===== src/rtl/dot_product_sequencer.sv =====
// dot_product_sequencer
//   Control sequencer for the dotProduct datapath (memory controller, SRAMs, PEGroup).
//   Runs a multi-pass accumulated dot product. Pass 0 writes raw products and later
//   passes add to the stored output (load_old_output=1).
//
// Ports
//   clk, reset            clock (rising edge) and asynchronous active-high reset
//   start, num_passes     host job request; num_passes latched when start is accepted
//   abort                 synchronous job cancel, honoured in any non-idle state
//   state                 datapath step counter, compared against step_cnt only with the
//                         optional check enabled
//   Mem_reset, Comp_reset, PE_reset, Computing, load_old_output
//                         datapath controls
//   busy, done, pass_idx  host status; done is a single-cycle pulse
//   seq_err               sticky step mismatch flag
//
// Optional feature: define DOTP_SEQ_STATE_CHECK_EN to enable the datapath step check.
// Without it, seq_err is tied low and state is ignored.
module dot_product_sequencer #(
    parameter int unsigned bits_Computation = 4,
    parameter int unsigned Nums_Computation = 1 << bits_Computation,
    parameter int unsigned Pass_Width       = 4,
    parameter int unsigned Drain_Cycles     = 2
) (
    input  logic                        clk,
    input  logic                        reset,
    input  logic                        start,
    input  logic                        abort,
    input  logic [Pass_Width-1:0]       num_passes,
    input  logic [bits_Computation-1:0] state,
    output logic                        Mem_reset,
    output logic                        Comp_reset,
    output logic                        Computing,
    output logic                        PE_reset,
    output logic                        load_old_output,
    output logic                        busy,
    output logic                        done,
    output logic [Pass_Width-1:0]       pass_idx,
    output logic                        seq_err
);

    localparam int unsigned DrainW = (Drain_Cycles > 1) ? $clog2(Drain_Cycles) : 1;
    localparam logic [bits_Computation-1:0] StepLast  = bits_Computation'(Nums_Computation - 1);
    localparam logic [bits_Computation-1:0] StepOne   = bits_Computation'(1);
    localparam logic [DrainW-1:0]           DrainLast = DrainW'(Drain_Cycles - 1);
    localparam logic [DrainW-1:0]           DrainOne  = DrainW'(1);
    localparam logic [Pass_Width-1:0]       PassOne   = Pass_Width'(1);

    typedef enum logic [2:0] {StIdle, StClear, StRun, StDrain, StNext, StDone} st_e;

    st_e                         st_d, st_q;
    logic [bits_Computation-1:0] step_d, step_q;
    logic [DrainW-1:0]           drain_d, drain_q;
    logic [Pass_Width-1:0]       np_d, np_q;
    logic [Pass_Width-1:0]       pass_d, pass_q;
    logic mem_reset_d, mem_reset_q, comp_reset_d, comp_reset_q, pe_reset_d, pe_reset_q;
    logic computing_d, computing_q, load_d, load_q, busy_d, busy_q, done_d, done_q;
    logic start_ok;

    assign start_ok = (st_q == StIdle) && start && (num_passes != '0);

    always_comb begin
        st_d    = st_q;
        step_d  = step_q;
        drain_d = drain_q;
        np_d    = np_q;
        pass_d  = pass_q;
        unique case (st_q)
            StIdle: begin
                if (start_ok) begin
                    np_d   = num_passes;
                    pass_d = '0;
                    st_d   = StClear;
                end
            end
            StClear: begin
                step_d = '0;
                st_d   = StRun;
            end
            StRun: begin
                if (step_q == StepLast) begin
                    step_d  = '0;
                    drain_d = '0;
                    st_d    = StDrain;
                end else begin
                    step_d = step_q + StepOne;
                end
            end
            StDrain: begin
                if (drain_q == DrainLast) begin
                    st_d = (pass_q == np_q - PassOne) ? StDone : StNext;
                end else begin
                    drain_d = drain_q + DrainOne;
                end
            end
            StNext: begin
                pass_d = pass_q + PassOne;
                step_d = '0;
                st_d   = StRun;
            end
            StDone: st_d = StIdle;
            default: st_d = StIdle;
        endcase

        // Abort overrides every transition out of a busy state.
        if (st_q != StIdle && abort) begin
            st_d    = StIdle;
            step_d  = '0;
            drain_d = '0;
        end
        if (st_d == StIdle) begin
            pass_d = '0;
        end

        // Outputs are decoded from the next state so they register alongside it.
        mem_reset_d  = (st_d == StClear);
        pe_reset_d   = (st_d == StClear);
        comp_reset_d = (st_d == StClear) || (st_d == StNext);
        computing_d  = (st_d == StRun);
        load_d       = ((st_d == StRun) || (st_d == StDrain)) && (pass_d != '0);
        busy_d       = (st_d == StClear) || (st_d == StRun) || (st_d == StDrain) ||
                       (st_d == StNext);
        // A zero-pass request completes immediately without leaving idle.
        done_d       = (st_d == StDone) ||
                       ((st_q == StIdle) && start && (num_passes == '0));
    end

    always_ff @(posedge clk or posedge reset) begin
        if (reset) begin
            st_q         <= StIdle;
            step_q       <= '0;
            drain_q      <= '0;
            np_q         <= '0;
            pass_q       <= '0;
            mem_reset_q  <= 1'b0;
            comp_reset_q <= 1'b0;
            pe_reset_q   <= 1'b0;
            computing_q  <= 1'b0;
            load_q       <= 1'b0;
            busy_q       <= 1'b0;
            done_q       <= 1'b0;
        end else begin
            st_q         <= st_d;
            step_q       <= step_d;
            drain_q      <= drain_d;
            np_q         <= np_d;
            pass_q       <= pass_d;
            mem_reset_q  <= mem_reset_d;
            comp_reset_q <= comp_reset_d;
            pe_reset_q   <= pe_reset_d;
            computing_q  <= computing_d;
            load_q       <= load_d;
            busy_q       <= busy_d;
            done_q       <= done_d;
        end
    end

    assign Mem_reset       = mem_reset_q;
    assign Comp_reset      = comp_reset_q;
    assign PE_reset        = pe_reset_q;
    assign Computing       = computing_q;
    assign load_old_output = load_q;
    assign busy            = busy_q;
    assign done            = done_q;
    assign pass_idx        = pass_q;

`ifdef DOTP_SEQ_STATE_CHECK_EN
    logic seq_err_d, seq_err_q;

    // The datapath counter trails step_cnt by one cycle, so step 0 has nothing to compare.
    always_comb begin
        seq_err_d = seq_err_q;
        if (start_ok) begin
            seq_err_d = 1'b0;
        end else if (st_q == StRun && step_q != '0 && state != step_q - StepOne) begin
            seq_err_d = 1'b1;
        end
    end

    always_ff @(posedge clk or posedge reset) begin
        if (reset) begin
            seq_err_q <= 1'b0;
        end else begin
            seq_err_q <= seq_err_d;
        end
    end

    assign seq_err = seq_err_q;
`else
    logic unused_state;
    assign unused_state = ^state;
    assign seq_err      = 1'b0;
`endif

endmodule


===== config.mk =====
export PLATFORM = sky130hd
export DESIGN_NAME = dot_product_sequencer
export DESIGN_NICKNAME = d
export VERILOG_FILES = /design/src/rtl/dot_product_sequencer.sv
export SDC_FILE = /design/constraint.sdc
export NUM_CORES = 1
export LEC_CHECK = 0
export CORE_MARGIN = 3
export CORE_UTILIZATION = 46
export CTS_CLUSTER_SIZE = 20
export DETAILED_ROUTE_END_ITERATION = 10
export HOLD_SLACK_MARGIN = 0.08
export PLACE_DENSITY_LB_ADDON = 0.12
export SYNTH_ARGS = -nofsm -noshare
export SYNTH_HDL_FRONTEND = slang
export SYNTH_SLANG_ARGS = --single-unit

===== constraint.sdc =====
create_clock -name clk -period 2.05 [get_ports clk]
set_clock_uncertainty 0.2 [all_clocks]
set_input_delay 0.41 -clock clk [delete_from_list [all_inputs] [get_ports clk]]
set_output_delay 0.41 -clock clk [all_outputs]
set_load 0.1 [all_outputs]

### Congestion heat map, run 1

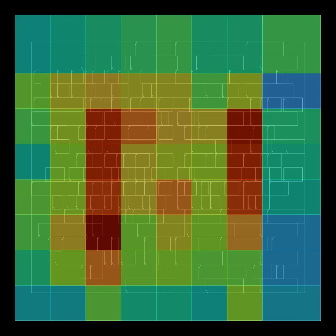
met2 Resource Use GR: 29.5%
Most Used Layer, Global Route: met2

### Clock distribution, run 1

Scale: 10 px per um.
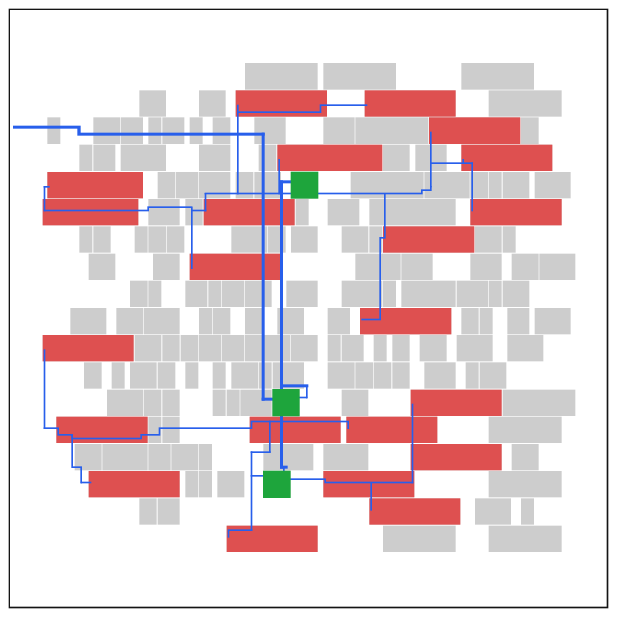
green -> clock drivers  # count 3
red -> flip-flops  # count 22
blue -> clock wires  # length 288 um
routed clock nets = 4

### Local utilization, run 1

Scale: 4 px per um. The die is cut into 12 by 12 equal tiles; white is low, dark blue is high, 0 to 100% covered.
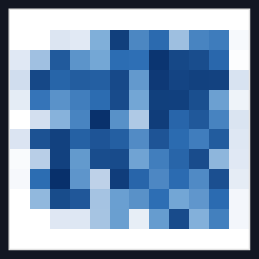
fullest tile = 100%
nearly empty tiles = 22%
mean over tiles = 48%
tiles over 75% full = 35%

==> CHANGELOG.md, run 1 <==
### Changed

* ANT nets after route at 0
* Fillcell total at 218
* Pin count of the biggest net entering global routing at 25
* H-tree levels at 1
* Placer Congestion at 0.834
* Critical Path Source Type: register
* CTS clock-pin slew for the worst setup and hold paths at 0.13 ns
* Mapped Cells at 143
* Final wirelength at 2900 um
* Number of OpenROAD warnings at 33
* Chip Width at 59.7 um
* Global Route Usage Sum at 18.9%
* Starting Density at 50.7%
* Num CTS Buffers at 3
* Yosys Warn Count at 0
* Synthesized area per cell at 9.27 um2
* Status: finished with violations
* VDD IR-drop max at 1.00 mV
* Clk sinks at 22
* Via count at 1110
* Post-synth seq share at 41.5%
* Remaining DRCs at 0
* Comb. cell area at 667 um2
* Die Ht at 59.7 um
* Largest stage delay, worst path at 0.52 ns
* Area Growth Syn to Fin at 31.2%
* Most used DFF post-synth: dfrtp_1
* Final period util at 101%
* Drt first pass iters at 4
* Final net count at 185
* Slew Viols, Final at 0
* Leak pwr at 0.791 nW
* Worst path slowest cell: or4_4
* Worst R2R Path Depth at 4
* First-pass GRT wire length at 5060 um
* TritonCTS clock tree: built
* Hold Vio Cnt, Final at 0
* Worst Path Arrival at 2.07 ns
* Yosys stat area at 1330 um2
* Post-Layout Cell Count at 199
* Mapped Area at 1330 um2
* Top Layout Cells: 19 x dfrtp_1, 15 x buf_4, 11 x nor2_1, 11 x buf_12, 9 x a21oi_1
* Antenna violations before repair at 0
* 1st-iter DRT viols at 45
* HPWL after DPL at 2180 um
* Dominant logic cell type in the layout: dfrtp_1
* Vias in the first global route at 1137
* Worst-Margin Slew at 0.516 ns
* Final setup fails at 1
* Overflow after GRT at 0
* Crit-path max FO at 3
* Chip area at 3560 um2
* Synth flops at 22
* Setup crit end kind: register
* RSZ-0062 raised after global routing: yes
* Util after Layout at 66.5%
* Fmax at 484 MHz
* CP Class: reg2reg
* Post-layout min period at 2.07 ns
* CP required at 2.05 ns
* Antenna Cells at 0
* Max_cap viols at 0
* Via density at 5.58
* Row cnt at 18
* Post-synthesis net count at 158
* Rel. slew slack at 65.5%
* Clock root buffer: clkbuf_4
* Yosys cell types at 48
* Critical-path cell list: xor3_1, or4_4, o21a_1, nor3b_2
* I/O pins at 24
* Post-Place Cells at 195
* Sequential standard cell area at 557 um2
* Failing checks: setup timing
* I/O Buffers at 18
* Pwr Total at 2.16 mW
* Max clock buf depth at 2
* PD cells at 1240 nW/um2
* Asr flop ratio synth at 100%
* Final TNS setup at -0.0181 ns
* Layout cells sized above 1 at 25.4%
* Worst min path class: in2async
* Final critical-path setup slack at -0.0181 ns
* Avg WL per Cell at 14.6 um
* Core ar. at 2610 um2
* Worst-Skew Late Latency at 0.31 ns
* Number of enable flip-flop cells at 0
* Yosys Instances at 143
## run 1: final cells by class
class	instances	area share, %
multi-input cells	100	38.4
inverters	10	2.16
flip-flops and latches	22	32.0
clock buffers	4	2.09
repair buffers	33	23.2
well taps	30	2.16
## run 1: per-stage QoR
step | cell area [um2] | hold slack [ns] | setup slack (ns)
5_1_grt | 1740 | 0.234 | -0.0680
3_3_place_gp | 1700 | 0.305 | -0.151
2_1_floorplan | 1330 | 0.199 | -0.124
3_5_place_dp | 1700 | 0.313 | -0.178
4_1_cts | 1740 | 0.228 | -0.0170
6_report | 1740 | 0.220 | -0.0181
## run 1: routing by layer
layer,up-vias,GRT usage [%],share of wire (%)
li1,557,-,-
met1,523,25.0,46
met2,25,29.5,47
met3,5,3.67,5.3
met4,0,9.49,1.9
met5,-,0,0
## run 1: worst max-delay path, delay by kind of cell (launching register included)
kind	cells	cell delay, ns
DFF	1	0.50
AOI/OAI and AO/OA	1	0.21
xor gates and xnor gates	1	0.38
and+or+nand+nor	2	0.67
## run 1: power by group
| part | internal, mW | switching [mW] | total (mW) |
|---|---|---|---|
| sequential | 0.547 | 0.119 | 0.667 |
| clock | 0.109 | 0.132 | 0.241 |
| combinational | 0.511 | 0.738 | 1.25 |
## run 1: final timing paths
check / endpoint / slack, ns / start
max in group asynchronous: pass_idx[2] / 1.19 / reset
setup / recovery: Computing / -0.02 / pass_idx[2]
setup reg to reg: Computing / -0.02 / pass_idx[2]
hold reg to reg: step_q[0] / 0.33 / step_q[0]
min in group clk: step_q[0] / 0.33 / step_q[0]
hold / removal: st_q[2] / 0.22 / reset
## run 1: synthesized netlist by cell type, types with 2 or more instances
library cell  number  area [um2]
or3_1              2        12.5
a22o_1             2        17.5
clkbuf_1           5        18.8
nor2b_1            2        12.5
ha_1               3        37.5
nand4_1            2        12.5
nand2_1            8        30.0
a22oi_1            2        15.0
xnor2_1            5        43.8
xor2_1             2        17.5
nor3b_1            3        22.5
nor4_1             2        12.5
o31ai_1            2        15.0
buf_4              3        22.5
nor3_1             4        20.0
nand3b_1           3        22.5
dfrtp_1           22         551
o21ai_0            8        40.0
nor2_1            11        41.3
inv_1             10        37.5
a31oi_1            2        12.5
a21oi_1            9        45.0
nand3_1            6        30.0
## run 1: cell families after synthesis
family                   after synthesis  share of synthesized area, %
flip-flops                            22                          41.5
buffers and inverters                 21                          8.12
AND/OR/NAND/NOR                       53                          23.8
other                                  1                         0.283
XOR/XNOR                               8                          6.42
adder cells (fa/ha/maj)                4                          3.59
AND-OR/OR-AND                         34                          16.2
## run 1: registers in the layout, summed over array words and instances, names as in the netlist
signal,flops
np_q,4
pass_idx,4
step_q,4
st_q,3
Comp_reset,1
Computing,1
PE_reset,1
busy,1
done,1
drain_q,1
load_old_output,1
## run 1: repair_timing
item                                   in CTS  in global routing
resized                                     1                  1
setup buffers                               0                  0
setup endpoints to repair                   4                  3
endpoints found under the hold margin       0                  0
hold buffers                                0                  0
pin swaps                                   2                  0
cloned                                      0                  0
==> inputs of run 2 (changes only) <==
- CORE_UTILIZATION: 46 -> 38
- DONT_BUFFER_PORTS: default -> 1
### Clock distribution, run 2

Scale: 10 px per um.
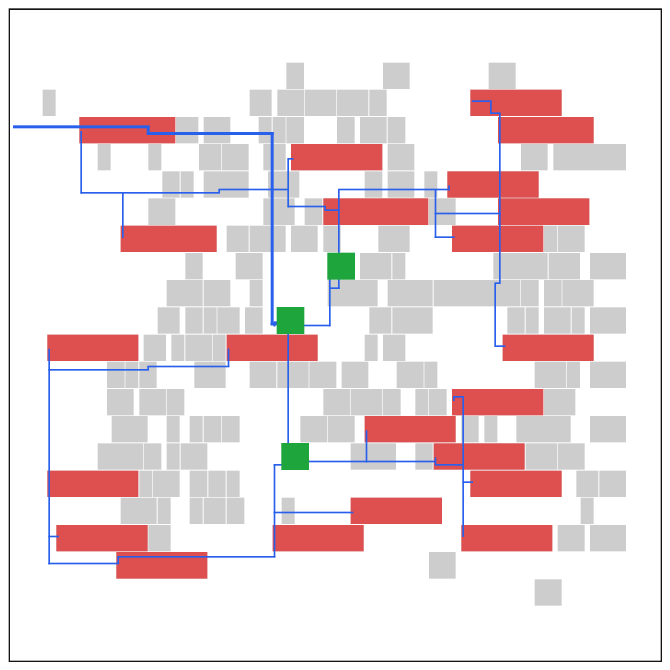
red -> flip-flops  # count 22
green -> clock drivers  # count 3
blue -> clock wires  # length 295 um
routed clock nets = 4
flops lie = spread over the die

### PDN straps and rails, run 2

Scale: 8 px per um. Pins as bars on the die edge.
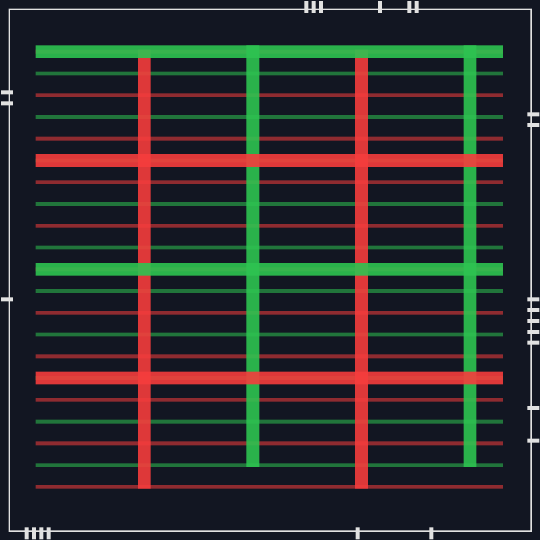
red -> VSS
green -> VDD
signal pins = 24
met1 rails = 21

==> CHANGELOG.md, run 2 <==
### Changed

* Core ar. at 3180 um2
* Post-synth seq share at 41.5%
* Die Ht at 65.1 um
* Largest cells by area: dfrtp_1 42%, a21oi_1 3.4%, xnor2_1 3.3%
* Synth flops at 22
* Final net count at 178
* GR met3 Demand/Resource at 1.91%
* Cell type with the largest total area: dfrtp_1
* Crit-path max FO at 3
* Final period util at 100%
* Fmax at 488 MHz
* Starting Density at 41.7%
* Avg WL per Cell at 14.4 um
* Number of enable flip-flop cells at 0
* Setup crit end kind: register
* Layout cells sized above 1 at 24.1%
* Yosys stat area at 1330 um2
* Yosys Instances at 143
* Met1 usage at 20.4%
* Antenna Cells at 0
* Via density at 5.45
* First-pass GRT wire length at 4940 um
* Final setup fails at 0
* Mapped Cells at 143
* Asr flop ratio synth at 100%
* PD cells at 1290 nW/um2
* Post-synthesis net count at 158
* HPWL after DPL at 2100 um
* Met2 Resource Use GR at 24.4%
* I/O pins at 24
* Placer Congestion at 0.887
* Top Layout Cells: 19 x buf_4, 18 x dfrtp_1, 11 x nor2_1
* Fillcell total at 304
* Area Growth Syn to Fin at 19.2%
* Chip area at 4230 um2
* 1st-iter DRT viols at 60
* Slew Viols, Final at 0
* Worst hold slack at 0.0975 ns
* Via count at 1122
* Vias in the first global route at 1079
* Number of OpenROAD warnings at 32
* Global Route Usage Sum at 14.9%
* I/O Buffers at 0
* Max_cap viols at 0
* Mapped Area at 1330 um2
* Yosys cell types at 48
* Hold Vio Cnt, Final at 0
* R2R Setup Slk at 0.0005 ns
* Final wirelength at 2970 um
* CTS clock-pin slew for the worst setup and hold paths at 0.13 ns
* H-tree levels at 1
* Dominant logic cell type in the layout: buf_4
* Yosys Warn Count at 0
* ANT nets after route at 0
* CP required at 2.06 ns
* Leak pwr at 0.725 nW
* Overflow after GRT at 0
* Chip Width at 65.1 um
* Most used DFF post-synth: dfrtp_1
* Num CTS Buffers at 3
* CP Class: reg2reg
* Worst min path class: in2reg
* Worst slack, placed at -0.143 ns
* Pwr Total at 2.03 mW
* RSZ-0062 raised after global routing: yes
* Drt first pass iters at 4
* VDD IR-drop max at 0.388 mV
* Remaining DRCs at 0
* Final critical-path setup slack at 0.000547 ns
* Row cnt at 20
* Worst-Skew Late Latency at 0.30 ns
* Max-area cell share at 41.5%
* Clk sinks at 22
* Post-layout min period at 2.05 ns
* Pin count of the biggest net entering global routing at 23
* Clock root buffer: clkbuf_4
* Synthesized area per cell at 9.27 um2
* Critical Path Source Type: register
* Antenna violations before repair at 0
* TritonCTS clock tree: built
* Most Used Layer, Global Route: met2
* Worst Path Arrival at 2.06 ns
* Top-count cell post-synth: dfrtp_1
* Max clock buf depth at 2
* Status: finished clean
* List of most frequent post-synthesis cells: 22 x dfrtp_1, 11 x nor2_1, 10 x inv_1
==> run 2: cell counts after synthesis <==
Identical to the previous run, type by type.
==> run 2: timing repair <==
| action | 4_1_cts | 5_1_grt |
|---|---|---|
| resized | 0 | 3 |
| setup buffers | 0 | 0 |
| pin swaps | 2 | 1 |
| hold buffers | 6 | 0 |
| endpoints found under the hold margin | 31 | 0 |
| endpoints found under the setup margin | 3 | 3 |
| gates cloned | 0 | 0 |
==> run 2: per-stage QoR <==
stage                     area (um2)  setup TNS (ns)  instances  util (%)
after floorplan                 1330          -0.230        143         -
after global placement          1480          -0.279        196      46.6
after detailed placement        1480          -0.312        196      46.6
after CTS                       1580               0        206      49.6
after global routing            1580         -0.0746        206      49.7
final                           1580               0        206      49.7
==> run 2: worst max-delay path: stages (launching register included) <==
cell     delay [ns]
dfrtp_4        0.50
xor3_1         0.38
or4_4          0.52
o21a_1         0.20
nor3b_2        0.15
==> run 2: final cells by class <==
type | count | area (um2) | share of cell area, %
well taps | 44 | 55.1 | 3.49
flip-flops and latches | 22 | 558 | 35.3
clock buffers | 4 | 36.3 | 2.30
multi-input cells | 100 | 669 | 42.4
inverters | 10 | 37.5 | 2.38
repair buffers | 26 | 223 | 14.1
==> run 2: cells by family after synthesis <==
kind of cell | after synthesis | share of synthesized area, %
AND/OR/NAND/NOR | 53 | 23.8
adder cells (fa/ha/maj) | 4 | 3.59
AND-OR/OR-AND | 34 | 16.2
other | 1 | 0.283
XOR/XNOR | 8 | 6.42
flip-flops | 22 | 41.5
buffers and inverters | 21 | 8.12
==> run 2: final timing paths <==
path | end | cells past startpoint | startpoint
hold / removal | busy | 3 | abort
setup / recovery | Computing | 4 | pass_idx[2]
max in group asynchronous | pass_idx[2] | 3 | reset
min in group asynchronous | done | 3 | reset
setup reg to reg | Computing | 4 | pass_idx[2]
hold reg to reg | step_q[0] | 1 | step_q[0]
==> run 2: layer usage <==
metal  part of all wire (%)  wire (um)
met1                     47       1400
met2                     47       1410
met3                    4.8        143
met4                   0.64         19
met5                      0          0
==> run 2: where the power goes <==
group | switching [mW] | internal, mW
logic | 0.743 | 0.413
registers | 0.0815 | 0.548
clock network | 0.137 | 0.108
Power figures rest on the tool's default switching activity, not on a simulated workload.
